`config.mk`:
```
export PLATFORM = sky130hd
export DESIGN_NAME = blinds_motor_ctrl
export DESIGN_NICKNAME = d
export VERILOG_FILES = /design/src/rtl/blinds_pkg.sv /design/src/rtl/blinds_classifier.sv /design/src/rtl/blinds_motor_ctrl.sv
export SDC_FILE = /design/constraint.sdc
export NUM_CORES = 1
export LEC_CHECK = 0
export CORE_MARGIN = 5
export CORE_UTILIZATION = 50
export CTS_CLUSTER_DIAMETER = 60
export CTS_CLUSTER_SIZE = 12
export DETAILED_ROUTE_END_ITERATION = 12
export PLACE_DENSITY = 0.79
export SYNTH_ARGS = -nofsm -noshare
export SYNTH_HDL_FRONTEND = slang
export SYNTH_SLANG_ARGS = --single-unit
export TNS_END_PERCENT = 30
```
`constraint.sdc`:
```
create_clock -name clk -period 3.2 [get_ports clk]
set_input_delay 0.96 -clock clk [delete_from_list [all_inputs] [get_ports clk]]
set_output_delay 0.96 -clock clk [all_outputs]
set_load 0.02 [all_outputs]
```
`src/rtl/blinds_pkg.sv`:
```
// Purpose: shared types and light thresholds for the blind motor sequencer.
// Latency: n/a (types and constants only).
// Backpressure: n/a.
package blinds_pkg;

    typedef enum logic [1:0] {
        IDLE      = 2'd0,
        MOVE_UP   = 2'd1,
        MOVE_DOWN = 2'd2,
        SETTLE    = 2'd3
    } state_t;

    // Openness level: 0 = closed, 3 = fully open.
    typedef logic [1:0] level_t;

    localparam level_t LEVEL_MIN = 2'd0;
    localparam level_t LEVEL_MAX = 2'd3;

    // Lower bounds of the intensity bands; brighter light closes the blinds.
    localparam logic [3:0] THR_CLOSED = 4'd7;
    localparam logic [3:0] THR_LOW    = 4'd5;
    localparam logic [3:0] THR_MID    = 4'd3;

endpackage

```
`src/rtl/blinds_classifier.sv`:
```
// Purpose: maps a 4-bit light reading onto a target openness level.
// Latency: combinational, zero cycles.
// Backpressure: none; output follows the input continuously.
//
// Ports:
//   intensity  in   4  unsigned light reading
//   level      out  2  openness level (>=7:0, 5..6:1, 3..4:2, <=2:3)
module blinds_classifier
    import blinds_pkg::*;
(
    input  logic [3:0] intensity,
    output level_t     level
);

    always_comb begin
        level = 2'd3;
        if (intensity >= THR_CLOSED) begin
            level = 2'd0;
        end else if (intensity >= THR_LOW) begin
            level = 2'd1;
        end else if (intensity >= THR_MID) begin
            level = 2'd2;
        end
    end

endmodule

```
`src/rtl/blinds_motor_ctrl.sv`:
```
// Purpose: filters light samples into a committed blind level and steps the motor toward it.
// Latency: target commits 1 cycle after the qualifying sample; motor starts 1 cycle after that.
// Backpressure: none; samples arriving during a move only update the target, which is acted on at step boundaries.
//
// Ports:
//   clk           in   1  system clock, rising edge
//   rst           in   1  asynchronous active-high reset
//   intensity     in   4  light reading, qualified by sample_valid
//   sample_valid  in   1  single-cycle sample strobe
//   manual_en     in   1  override enable (level sensitive, wins over samples)
//   manual_level  in   2  override target level
//   motor_up      out  1  drive toward more open
//   motor_down    out  1  drive toward more closed
//   position      out  2  believed blind level
//   target        out  2  committed target level
//   busy          out  1  FSM not in IDLE
module blinds_motor_ctrl
    import blinds_pkg::*;
#(
    parameter int STEP_CYCLES    = 1000,
    parameter int STABLE_SAMPLES = 4,
    parameter int DEAD_CYCLES    = 16
) (
    input  logic       clk,
    input  logic       rst,
    input  logic [3:0] intensity,
    input  logic       sample_valid,
    input  logic       manual_en,
    input  logic [1:0] manual_level,
    output logic       motor_up,
    output logic       motor_down,
    output logic [1:0] position,
    output logic [1:0] target,
    output logic       busy
);

    localparam int SW = (STEP_CYCLES > 1) ? $clog2(STEP_CYCLES) : 1;
    localparam int DW = (DEAD_CYCLES > 1) ? $clog2(DEAD_CYCLES) : 1;
    localparam int CW = $clog2(STABLE_SAMPLES + 1);

    localparam logic [SW-1:0] STEP_LAST  = SW'(STEP_CYCLES - 1);
    localparam logic [DW-1:0] DEAD_LAST  = DW'(DEAD_CYCLES - 1);
    localparam logic [CW-1:0] STABLE_MAX = CW'(STABLE_SAMPLES);

    // ------------------------------------------------------------------
    // Sample stability filter
    // ------------------------------------------------------------------
    level_t          sample_level;
    level_t          last_level;
    logic [CW-1:0]   stable_cnt;
    logic [CW-1:0]   cnt_inc;
    logic            commit;

    blinds_classifier u_classifier (
        .intensity (intensity),
        .level     (sample_level)
    );

    // Run length the filter would hold if the current sample were accepted.
    always_comb begin
        cnt_inc = CW'(1);
        if (sample_level == last_level) begin
            cnt_inc = (stable_cnt == STABLE_MAX) ? stable_cnt : stable_cnt + CW'(1);
        end
        commit = (cnt_inc == STABLE_MAX);
    end

    always_ff @(posedge clk or posedge rst) begin
        if (rst) begin
            last_level <= LEVEL_MIN;
            stable_cnt <= '0;
            target     <= LEVEL_MIN;
        end else if (manual_en) begin
            // Override wins over a coincident sample, which is simply dropped.
            target     <= manual_level;
            stable_cnt <= '0;
        end else if (sample_valid) begin
            last_level <= sample_level;
            stable_cnt <= cnt_inc;
            if (commit) begin
                target <= sample_level;
            end
        end
    end

    // ------------------------------------------------------------------
    // Motion FSM
    // ------------------------------------------------------------------
    state_t          state;
    state_t          state_nxt;
    level_t          pos_nxt;
    logic [SW-1:0]   step_cnt;
    logic [SW-1:0]   step_nxt;
    logic [DW-1:0]   dead_cnt;
    logic [DW-1:0]   dead_nxt;

    always_comb begin
        state_nxt = state;
        pos_nxt   = position;
        step_nxt  = step_cnt;
        dead_nxt  = dead_cnt;

        case (state)
            IDLE: begin
                step_nxt = '0;
                dead_nxt = '0;
                if (target > position) begin
                    state_nxt = MOVE_UP;
                end else if (target < position) begin
                    state_nxt = MOVE_DOWN;
                end
            end

            MOVE_UP: begin
                if (step_cnt == STEP_LAST) begin
                    step_nxt = '0;
                    pos_nxt  = (position == LEVEL_MAX) ? position : position + 2'd1;
                    // Decide against the freshly stepped position; any stop
                    // or reversal goes through the dead time first.
                    if (target <= pos_nxt) begin
                        state_nxt = SETTLE;
                        dead_nxt  = '0;
                    end
                end else begin
                    step_nxt = step_cnt + SW'(1);
                end
            end

            MOVE_DOWN: begin
                if (step_cnt == STEP_LAST) begin
                    step_nxt = '0;
                    pos_nxt  = (position == LEVEL_MIN) ? position : position - 2'd1;
                    if (target >= pos_nxt) begin
                        state_nxt = SETTLE;
                        dead_nxt  = '0;
                    end
                end else begin
                    step_nxt = step_cnt + SW'(1);
                end
            end

            SETTLE: begin
                if (dead_cnt == DEAD_LAST) begin
                    dead_nxt  = '0;
                    state_nxt = IDLE;
                end else begin
                    dead_nxt = dead_cnt + DW'(1);
                end
            end

            default: begin
                state_nxt = IDLE;
                step_nxt  = '0;
                dead_nxt  = '0;
            end
        endcase
    end

    always_ff @(posedge clk or posedge rst) begin
        if (rst) begin
            state    <= IDLE;
            position <= LEVEL_MIN;
            step_cnt <= '0;
            dead_cnt <= '0;
        end else begin
            state    <= state_nxt;
            position <= pos_nxt;
            step_cnt <= step_nxt;
            dead_cnt <= dead_nxt;
        end
    end

    // Outputs are registered from the next state so they change on the
    // same edge as the state itself; the two drives are mutually exclusive
    // because they decode distinct enum values.
    always_ff @(posedge clk or posedge rst) begin
        if (rst) begin
            motor_up   <= 1'b0;
            motor_down <= 1'b0;
            busy       <= 1'b0;
        end else begin
            motor_up   <= (state_nxt == MOVE_UP);
            motor_down <= (state_nxt == MOVE_DOWN);
            busy       <= (state_nxt != IDLE);
        end
    end

endmodule

```
==> notes.md <==
Implementation progress

The flow ran to the end, and the final reports show no timing, DRC or antenna violations. The worst setup path is launched from a register. The distinct cell type count of the synthesized netlist stands at 50. The overall die size recorded for this design is 0.00492 mm^2. For the worst flop-to-flop path, the logic depth is 7. The total length of routed wires stands at 3230 um.

The number of clock buffers inserted by TritonCTS stands at 3. Yosys attributes the largest share of cell area to dfrtp_1, ha_1, nor2_1. The number of nets in the synthesized netlist is 216. With fillers left out, the area of the finished cells amounts to 0.00204 mm^2. In the synthesized netlist the dominant register cell turns out to be dfrtp_1. Entering global routing, the biggest net connects 29 pins. The max-cap check violation count stands at 0.

Setup repair after global routing left no endpoint under its margin. Once detailed placement completed, the half-perimeter wirelength came to 2470 um. Per the detail_route report, vias per standard cell equal 5.41. The setup fix buffers added after clock tree synthesis stands at 0.

The diode insertion count for antenna repair stands at 0. TritonRoute reported its final design rule violation total as 0. The detailed placer reported the number of placed instances as 250. The number of standard cells after synthesis stands at 191. The number of routed nets with antenna violations stands at 0. Detailed routing inserted a total of 1369 vias. The core utilization before placement stands at 0.529. The timing report gives the biggest stage delay along the critical path as 0.67 ns. The root buffer cell chosen for the clock tree is clkbuf_4. The worst setup path is of the reg -> out kind. The synthesized design spends more area on one cell type than any other, namely dfrtp_1. Ranked by instance count, the synthesized netlist is headed by dfrtp_1, nor2_1, nand2_1, ha_1, inv_1. The signal on the critical path passes through clkdlybuf4s50_1.

The share of synthesized area occupied by flip-flops and latches stands at 0.388. The fraction of layout instances using a drive strength above 1 stands at 0.0821. Looking at the clock tree report, the H-tree level count equals 1.

Broken down by cell family, the worst path's largest delay share belongs to buffers and inverters. The leakage power summed over all cells stands at 0.000892 uW.
-- routing by layer --
layer,share of wire,up-vias,global-route usage
met5,0,-,0
met4,0.018,0,0.0617
met1,0.51,633,0.187
met2,0.45,15,0.235
li1,-,716,-
met3,0.022,5,0.0187
-- per-stage QoR --
stage | worst slack, ns | hold slack, ns
finish | 0.665 | 0.541
global route | 0.552 | 0.567
CTS | 0.649 | 0.542
detailed placement | 0.352 | 0.507
global placement | 0.412 | 0.509
floorplan | 1.05 | 0.478
-- sequential cells by signal, indices dropped and copies added, names as in the netlist --
name / flops
step_cnt: 10
dead_cnt: 4
state: 2
busy: 1
target: 2
motor_down: 1
last_level: 2
stable_cnt: 3
position: 2
motor_up: 1
-- final timing paths --
kind                              from            end
setup / recovery           position[0]    position[0]
max in group asynchronous          rst    step_cnt[8]
min in group asynchronous          rst  last_level[0]
setup reg to reg           position[0]    dead_cnt[0]
hold / removal             dead_cnt[3]    dead_cnt[3]
hold reg to reg            dead_cnt[3]    dead_cnt[3]
-- cells in the final DEF (no fill, tap or decap), types with 5 or more instances in the layout --
cell type,count
clkdlybuf4s50_1,16
dfrtp_1,28
nand3_1,5
nor2b_1,7
ha_1,15
nor2_1,22
inv_1,10
nand2b_1,5
xnor2_1,5
nand2_1,20
o21ai_0,6
-- worst register-to-register path, cell delays in order, from the launching register on --
cell,delay (ns)
dfrtp_1,0.57
nor2_1,0.08
ha_1,0.30
nor2b_1,0.14
a2bb2oi_1,0.28
o21ai_2,0.13
nand2_1,0.16
mux2_1,0.34
-- logic make-up (layout without fill, tap and decap cells) --
kind of cell / count (synthesis) / in the layout / synth area share
adder cells (fa/ha/maj): 15 / 15 / 0.104
multiplexers: 4 / 4 / 0.0242
AND/OR/NAND/NOR: 86 / 86 / 0.261
XOR/XNOR: 8 / 8 / 0.0388
buffers and inverters: 14 / 30 / 0.0312
AND-OR/OR-AND: 36 / 36 / 0.153
flip-flops: 28 / 28 / 0.388
-- power by group --
part / leakage (uW) / internal, uW / switching [uW]
Sequential: 0.000372 / 416 / 64.2
Clock: 0.0000138 / 44.2 / 100
Combinational: 0.000506 / 229 / 290
Total: 0.000892 / 690 / 454
-- cell type report --
class / instances / area, um^2
fill: 319 / 1380
multi-input combinational: 149 / 1050
sequential: 28 / 701
timing repair buffer: 17 / 168
tap: 46 / 57.6
inverter: 10 / 37.5
clock buffer: 3 / 22.5
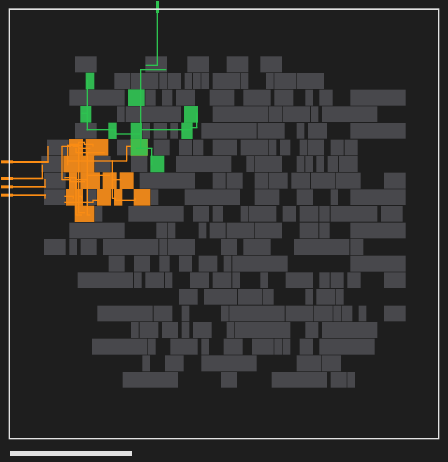
*Wires at chosen ports, followed through buffers*
The bar under the picture is 20 um long.
green -> manual_en  # bits 1, direction input, edge top, end cells 9, buffers 1, wire 63.6 um
orange -> intensity  # bits 4, direction input, edge left, end cells 15, buffers 4, wire 127 um
Port Buf Inserts: 16
num ports: 17

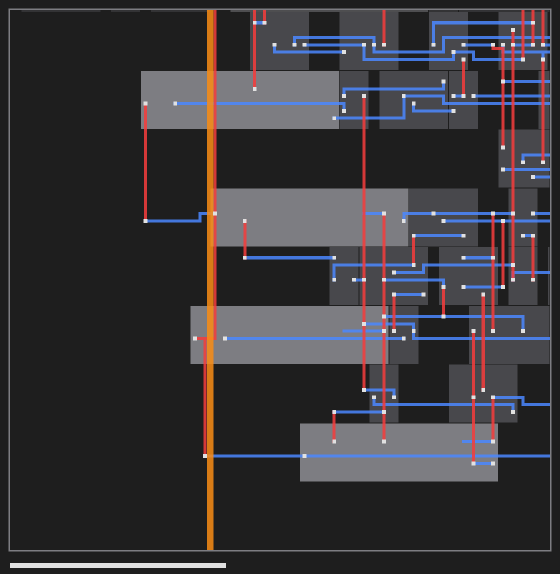
*A small window of the routed layout*
The bar under the picture is 10 um long. Window x 5 to 30, y 5 to 30 um. Cells in grey, sequential cells in the stronger grey; small squares are vias.
orange -> met4
blue -> met1
red -> met2
netlist names of flops here include = step_cnt (4)
sequential cells in the window = 4
cells with their middle in the window = 22
most frequent = nor2_1 (6), xnor2_1 (4), dfrtp_1 (4)

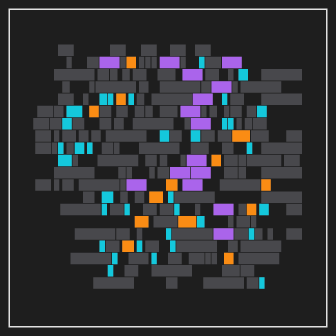
*Logic cells by family*
orange -> AND and OR gates  # cells 13
purple -> adder and majority cells  # cells 15
cyan -> NOR gates  # cells 34

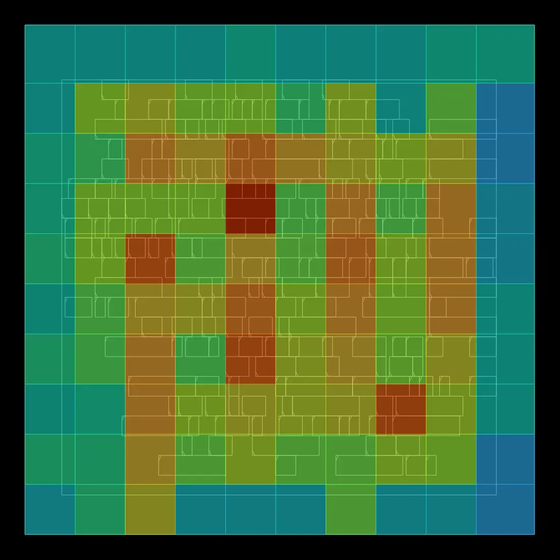
*Track usage over the die*
final cell utilization of the core: 0.596
global routing usage summed across all routing layers: 0.143
routed len/inst: 12.8 um

Power is estimated from default activity; no workload was simulated.
